### config.mk
export PLATFORM = sky130hd
export DESIGN_NAME = brc_iter_flat
export DESIGN_NICKNAME = d
export VERILOG_FILES = /design/src/rtl/brc_iter_if.sv /design/src/rtl/brc_iter.sv /design/src/flat_wrapper.sv
export SDC_FILE = /design/constraint.sdc
export NUM_CORES = 1
export LEC_CHECK = 0
export ABC_AREA = 1
export CORE_MARGIN = 2
export CORE_UTILIZATION = 47
export CTS_BUF_LIST = sky130_fd_sc_hd__clkbuf_4 sky130_fd_sc_hd__clkbuf_8
export DETAILED_ROUTE_END_ITERATION = 7
export HOLD_SLACK_MARGIN = 0.1
export PLACE_DENSITY = 0.79
export SLEW_MARGIN = 20
export SYNTH_ARGS = -nofsm -noshare
export SYNTH_HDL_FRONTEND = slang
export SYNTH_SLANG_ARGS = --single-unit
### constraint.sdc
create_clock -name i_clk -period 1.46 [get_ports i_clk]
set_input_delay 0.219 -clock i_clk [delete_from_list [all_inputs] [get_ports i_clk]]
set_output_delay 0.219 -clock i_clk [all_outputs]
set_load 0.05 [all_outputs]
### src/rtl/brc_iter_if.sv
// Request/result handshake bundle for the iterative branch comparator.
// Member names match the original flat port list so existing hookups map 1:1.
interface brc_iter_if #(
    parameter int unsigned WIDTH = 32
);
    logic             i_valid;
    logic             o_ready;
    logic [WIDTH-1:0] i_rs1_data;
    logic [WIDTH-1:0] i_rs2_data;
    logic [2:0]       i_funct3;
    logic             o_valid;
    logic             i_ready;
    logic             o_brc_less;
    logic             o_brc_equal;
    logic             o_br_taken;
    logic             o_br_illegal;

    // Requester side: register-read stage issuing operands, PC-select consuming results.
    modport master (
        output i_valid, i_rs1_data, i_rs2_data, i_funct3, i_ready,
        input  o_ready, o_valid, o_brc_less, o_brc_equal, o_br_taken, o_br_illegal
    );

    // Comparator side.
    modport slave (
        input  i_valid, i_rs1_data, i_rs2_data, i_funct3, i_ready,
        output o_ready, o_valid, o_brc_less, o_brc_equal, o_br_taken, o_br_illegal
    );
endinterface

### src/rtl/brc_iter.sv
// Multi-cycle branch comparator: scans operands MSB-first, DIGIT bits per
// cycle, exits on the first differing digit and decodes funct3 into taken.
module brc_iter #(
    parameter int unsigned WIDTH = 32,
    parameter int unsigned DIGIT = 8
) (
    input logic   i_clk,
    input logic   i_reset,
    brc_iter_if.slave bus
);
    localparam int unsigned STEPS = WIDTH / DIGIT;
    localparam int unsigned CNT_W = (STEPS > 1) ? $clog2(STEPS) : 1;
    localparam logic [WIDTH-1:0] MSB_MASK = WIDTH'(1) << (WIDTH - 1);

    if ((WIDTH % DIGIT) != 0) begin : g_bad_digit
        $error("brc_iter: DIGIT (%0d) must divide WIDTH (%0d)", DIGIT, WIDTH);
    end

    typedef enum logic [1:0] {
        IDLE = 2'd0,
        SCAN = 2'd1,
        DONE = 2'd2
    } state_t;

    state_t           state_q, state_d;
    logic [WIDTH-1:0] a_sh, b_sh;
    logic [2:0]       funct3_q;
    logic [CNT_W-1:0] cnt;
    logic             less_q, equal_q, taken_q, illegal_q;

    logic [DIGIT-1:0] digit_a, digit_b;
    logic             digit_differ, digit_less, last_step, accept, op_unsigned;

    // Only BLTU/BGEU compare unsigned; everything else (illegal codes too) is signed.
    function automatic logic decode_taken(input logic [2:0] f3, input logic less,
                                          input logic equal);
        logic t;
        t = 1'b0;
        case (f3)
            3'b000:         t = equal;
            3'b001:         t = !equal;
            3'b100, 3'b110: t = less;
            3'b101, 3'b111: t = !less;
            default:        t = 1'b0;
        endcase
        return t;
    endfunction

    // Current digit pair and scan-progress flags.
    always_comb begin
        digit_a      = a_sh[WIDTH-1 -: DIGIT];
        digit_b      = b_sh[WIDTH-1 -: DIGIT];
        digit_differ = (digit_a != digit_b);
        digit_less   = (digit_a < digit_b);
        last_step    = (cnt == CNT_W'(STEPS - 1));
        accept       = bus.i_valid && (state_q == IDLE);
        op_unsigned  = bus.i_funct3[2] && bus.i_funct3[1];
    end

    // State register; reset drops any in-flight request.
    always_ff @(posedge i_clk) begin
        if (i_reset) begin
            state_q <= IDLE;
        end else begin
            state_q <= state_d;
        end
    end

    // Next-state and handshake outputs.
    always_comb begin
        state_d     = state_q;
        bus.o_ready = 1'b0;
        bus.o_valid = 1'b0;
        case (state_q)
            IDLE: begin
                bus.o_ready = 1'b1;
                if (bus.i_valid) begin
                    state_d = SCAN;
                end
            end
            SCAN: begin
                if (digit_differ || last_step) begin
                    state_d = DONE;
                end
            end
            DONE: begin
                bus.o_valid = 1'b1;
                if (bus.i_ready) begin
                    state_d = IDLE;
                end
            end
            default: state_d = IDLE;
        endcase
    end

    // Operand capture, digit shifting and result registers.
    // Flipping the MSB maps signed order onto unsigned order, so the scan
    // only ever needs an unsigned digit compare; equality is unaffected.
    always_ff @(posedge i_clk) begin
        if (i_reset) begin
            a_sh      <= '0;
            b_sh      <= '0;
            funct3_q  <= '0;
            cnt       <= '0;
            less_q    <= 1'b0;
            equal_q   <= 1'b0;
            taken_q   <= 1'b0;
            illegal_q <= 1'b0;
        end else begin
            case (state_q)
                IDLE: begin
                    if (accept) begin
                        a_sh     <= op_unsigned ? bus.i_rs1_data : (bus.i_rs1_data ^ MSB_MASK);
                        b_sh     <= op_unsigned ? bus.i_rs2_data : (bus.i_rs2_data ^ MSB_MASK);
                        funct3_q <= bus.i_funct3;
                        cnt      <= '0;
                    end
                end
                SCAN: begin
                    if (digit_differ) begin
                        less_q    <= digit_less;
                        equal_q   <= 1'b0;
                        taken_q   <= decode_taken(funct3_q, digit_less, 1'b0);
                        illegal_q <= (funct3_q[2:1] == 2'b01);
                    end else if (last_step) begin
                        less_q    <= 1'b0;
                        equal_q   <= 1'b1;
                        taken_q   <= decode_taken(funct3_q, 1'b0, 1'b1);
                        illegal_q <= (funct3_q[2:1] == 2'b01);
                    end else begin
                        a_sh <= a_sh << DIGIT;
                        b_sh <= b_sh << DIGIT;
                        cnt  <= cnt + CNT_W'(1);
                    end
                end
                default: ;
            endcase
        end
    end

    assign bus.o_brc_less   = less_q;
    assign bus.o_brc_equal  = equal_q;
    assign bus.o_br_taken   = taken_q;
    assign bus.o_br_illegal = illegal_q;
endmodule

### src/flat_wrapper.sv
// flat-port wrapper written by rule: the top's interface ports become plain ports
module brc_iter_flat 
#(
    parameter int unsigned WIDTH = 32,
    parameter int unsigned DIGIT = 8
)
  (i_clk, i_reset, bus_i_valid, bus_i_rs1_data, bus_i_rs2_data, bus_i_funct3, bus_i_ready, bus_o_ready, bus_o_valid, bus_o_brc_less, bus_o_brc_equal, bus_o_br_taken, bus_o_br_illegal);
  brc_iter_if #(.WIDTH(WIDTH)) bus_i ();
  input logic i_clk;
  input logic i_reset;
  input wire logic [$bits(bus_i.i_valid)-1:0] bus_i_valid;
  input wire logic [$bits(bus_i.i_rs1_data)-1:0] bus_i_rs1_data;
  input wire logic [$bits(bus_i.i_rs2_data)-1:0] bus_i_rs2_data;
  input wire logic [$bits(bus_i.i_funct3)-1:0] bus_i_funct3;
  input wire logic [$bits(bus_i.i_ready)-1:0] bus_i_ready;
  output wire logic [$bits(bus_i.o_ready)-1:0] bus_o_ready;
  output wire logic [$bits(bus_i.o_valid)-1:0] bus_o_valid;
  output wire logic [$bits(bus_i.o_brc_less)-1:0] bus_o_brc_less;
  output wire logic [$bits(bus_i.o_brc_equal)-1:0] bus_o_brc_equal;
  output wire logic [$bits(bus_i.o_br_taken)-1:0] bus_o_br_taken;
  output wire logic [$bits(bus_i.o_br_illegal)-1:0] bus_o_br_illegal;
  assign bus_i.i_valid = bus_i_valid;
  assign bus_i.i_rs1_data = bus_i_rs1_data;
  assign bus_i.i_rs2_data = bus_i_rs2_data;
  assign bus_i.i_funct3 = bus_i_funct3;
  assign bus_i.i_ready = bus_i_ready;
  assign bus_o_ready = bus_i.o_ready;
  assign bus_o_valid = bus_i.o_valid;
  assign bus_o_brc_less = bus_i.o_brc_less;
  assign bus_o_brc_equal = bus_i.o_brc_equal;
  assign bus_o_br_taken = bus_i.o_br_taken;
  assign bus_o_br_illegal = bus_i.o_br_illegal;
  brc_iter #(.WIDTH(WIDTH), .DIGIT(DIGIT)) u_core (.i_clk(i_clk), .i_reset(i_reset), .bus(bus_i));
endmodule
==> images/met3.png <==
Bar = 20 um.
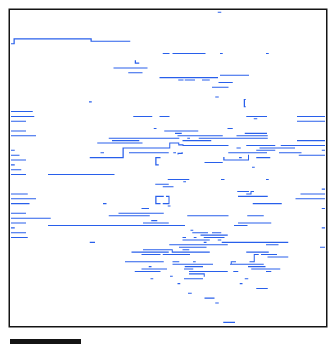
- main direction: horizontal
- longest straight run: 38.2 um
- share of all routed wire: 7.6%
- nets with wire on the layer: 111
- wire length on this layer: 888 um

==> results.py <==
# Physical implementation metrics
metrics = {
    "sta": {
        "finalSetupTns_ps": -17640,
        "finalCritPeriodShare_pct": 124,
        "setup-violations-final": 72,
        "final.setup.worst_slack_ps": -355,
        "worst_pin_slew_ps": 450,
    },
    "yosys": {
        "syn_area_sq_um": 3370,
        "async_flop_share_pct": 0,
        "ys_sh_xor_pct": 0.260,
        "ys.flop_type": "dfxtp_1",
        "most_common_cell": "nand2_1",
        "synth_cell_types": 31,
        "ys_cells": 445,
        "ys_warn_count": 0,
        "mux_share_pct": 0,
        "adder_share_pct": 3.34,
        "yosysChipArea_sq_um": 3370,
        "yosys.area_share.aoi_pct": 22.0,
        "synth_nets": 525,
        "area_leaders": "dfxtp_1 45%, nand2_1 15%, a31oi_1 8.5%",
        "avgSynthCellArea_sq_um": 7.57,
        "largest_area_cell": "dfxtp_1",
    },
    "clocking": {
        "cts_tree": "done",
        "cts_resized": 55,
        "htreeDepth": 3,
        "cts_buffers": 9,
        "clk_pin_slew_worst_paths_ps": 90,
        "cts_setup_buffers": 5,
        "cts_hold_buf": 0,
        "insertion_delay_ps": 360,
    },
    "drt": {
        "drt-total-wl_mm": 11.6,
        "vias_per_cell": 5.86,
        "vias": 3754,
        "drt-initial-drc-count": 369,
        "drtPass1Iterations": 5,
        "wl_per_cell_um": 18.1,
    },
    "worst_setup_path": {
        "cp.required_ps": 1730,
        "startpoint": "u_core.b_sh[27]",
        "cp_data_arrival_time_ps": 2090,
        "reg2reg_slack_ps": -360,
        "crit_buf_inv": 2,
        "crit_family": "simple AND/OR/NAND/NOR gates",
        "cp-start-kind": "flip-flop",
    },
    "pwr": {
        "combPwrFrac_pct": 30.1,
        "power-top-group": "sequential cells",
        "finalPower_uw": 5950,
        "switching_power_uw": 1880,
        "p_comb_uw": 1790,
        "cellPowerDensity_nw_per_um2": 1140,
        "leakage_uw": 0.00202,
        "seqPwrFrac_pct": 40.9,
        "swShare_pct": 31.7,
        "clockPowerShare_pct": 29.0,
        "pg_seq_uw": 2430,
    },
    "cells_and_area": {
        "utilization_pct": 76.1,
        "final_area_sq_um": 5230,
        "syn_to_final_growth_pct": 55.1,
        "num_antenna_cells": 0,
        "stdcell_count": 641,
    },
    "grt": {
        "grt-ovfl-total": 0,
        "grt_use_total_pct": 27.1,
        "grt_pass1_wl_mm": 16.5,
    },
    "hold_path": {
        "min-delay-start": "bus_i_rs2_data[25]",
    },
    "placement": {
        "dpl.cell_count": 609,
        "hpwl_mm": 6.01,
        "numPortBuffers": 76,
        "dpl_cell_area_sq_um": 4360,
    },
    "die": {
        "die_y_um": 88.7,
        "fp_util_pct": 49.1,
        "core_area_sq_um": 6870,
        "die_area_sq_um": 7870,
    },
    "outcome": {
        "violations": "negative setup slack",
        "status": "finished with violations",
    },
    "job": {
        "tool_warnings": 29,
    },
}
==> images/zoom.png <==
Region (24, 7) to (64, 47) um. Cells in grey, sequential cells in the stronger grey; small squares are vias.
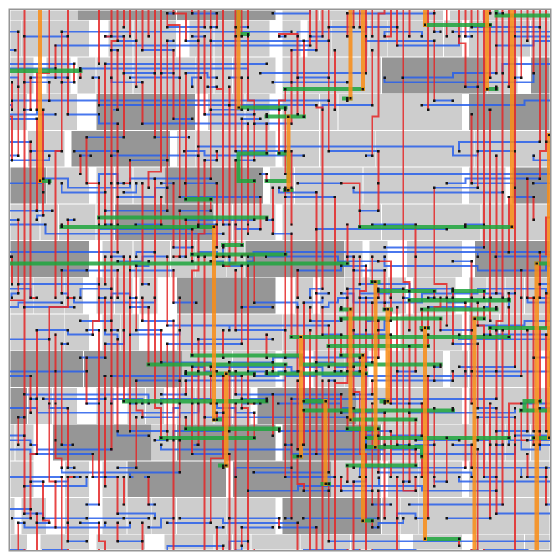
- met4: orange
- met2: red
- met1: blue
- met3: green
- most frequent: nand2_1 (34), dfxtp_1 (17)
- sequential cells in the window: 19
- netlist names of flops here include: u_core.b_sh (18), u_core.cnt (1)
- cells with their middle in the window: 147

## layer usage
metal	wire length, um	up-vias	GRT usage [%]	share of wire [%]
li1	-	1704	-	-
met1	4350	1746	32.8	37
met2	5780	234	46.1	50
met3	888	70	5.22	7.6
met4	615	0	13.1	5.3
met5	0	-	0	0
## registers in the layout (all words and copies together) (netlist names)
register / cells
u_core.bus.o_brc_less: 1
u_core.bus.o_br_illegal: 1
u_core.bus.o_br_taken: 1
u_core.b_sh: 32
u_core.state_q: 2
u_core.funct3_q: 3
u_core.bus.o_brc_equal: 1
u_core.cnt: 2
u_core.a_sh: 32
## final cells by class
class,instances,area [sq um]
Clock buffer,12,165
Timing Repair Buffer,114,1330
Inverter,26,110
Clock inverter,4,47.5
Sequential cell,75,1510
Multi-Input combinational cell,314,1950
Tap cell,96,120
Fill cell,438,1640
Power figures rest on the tool's default switching activity, not on a simulated workload.
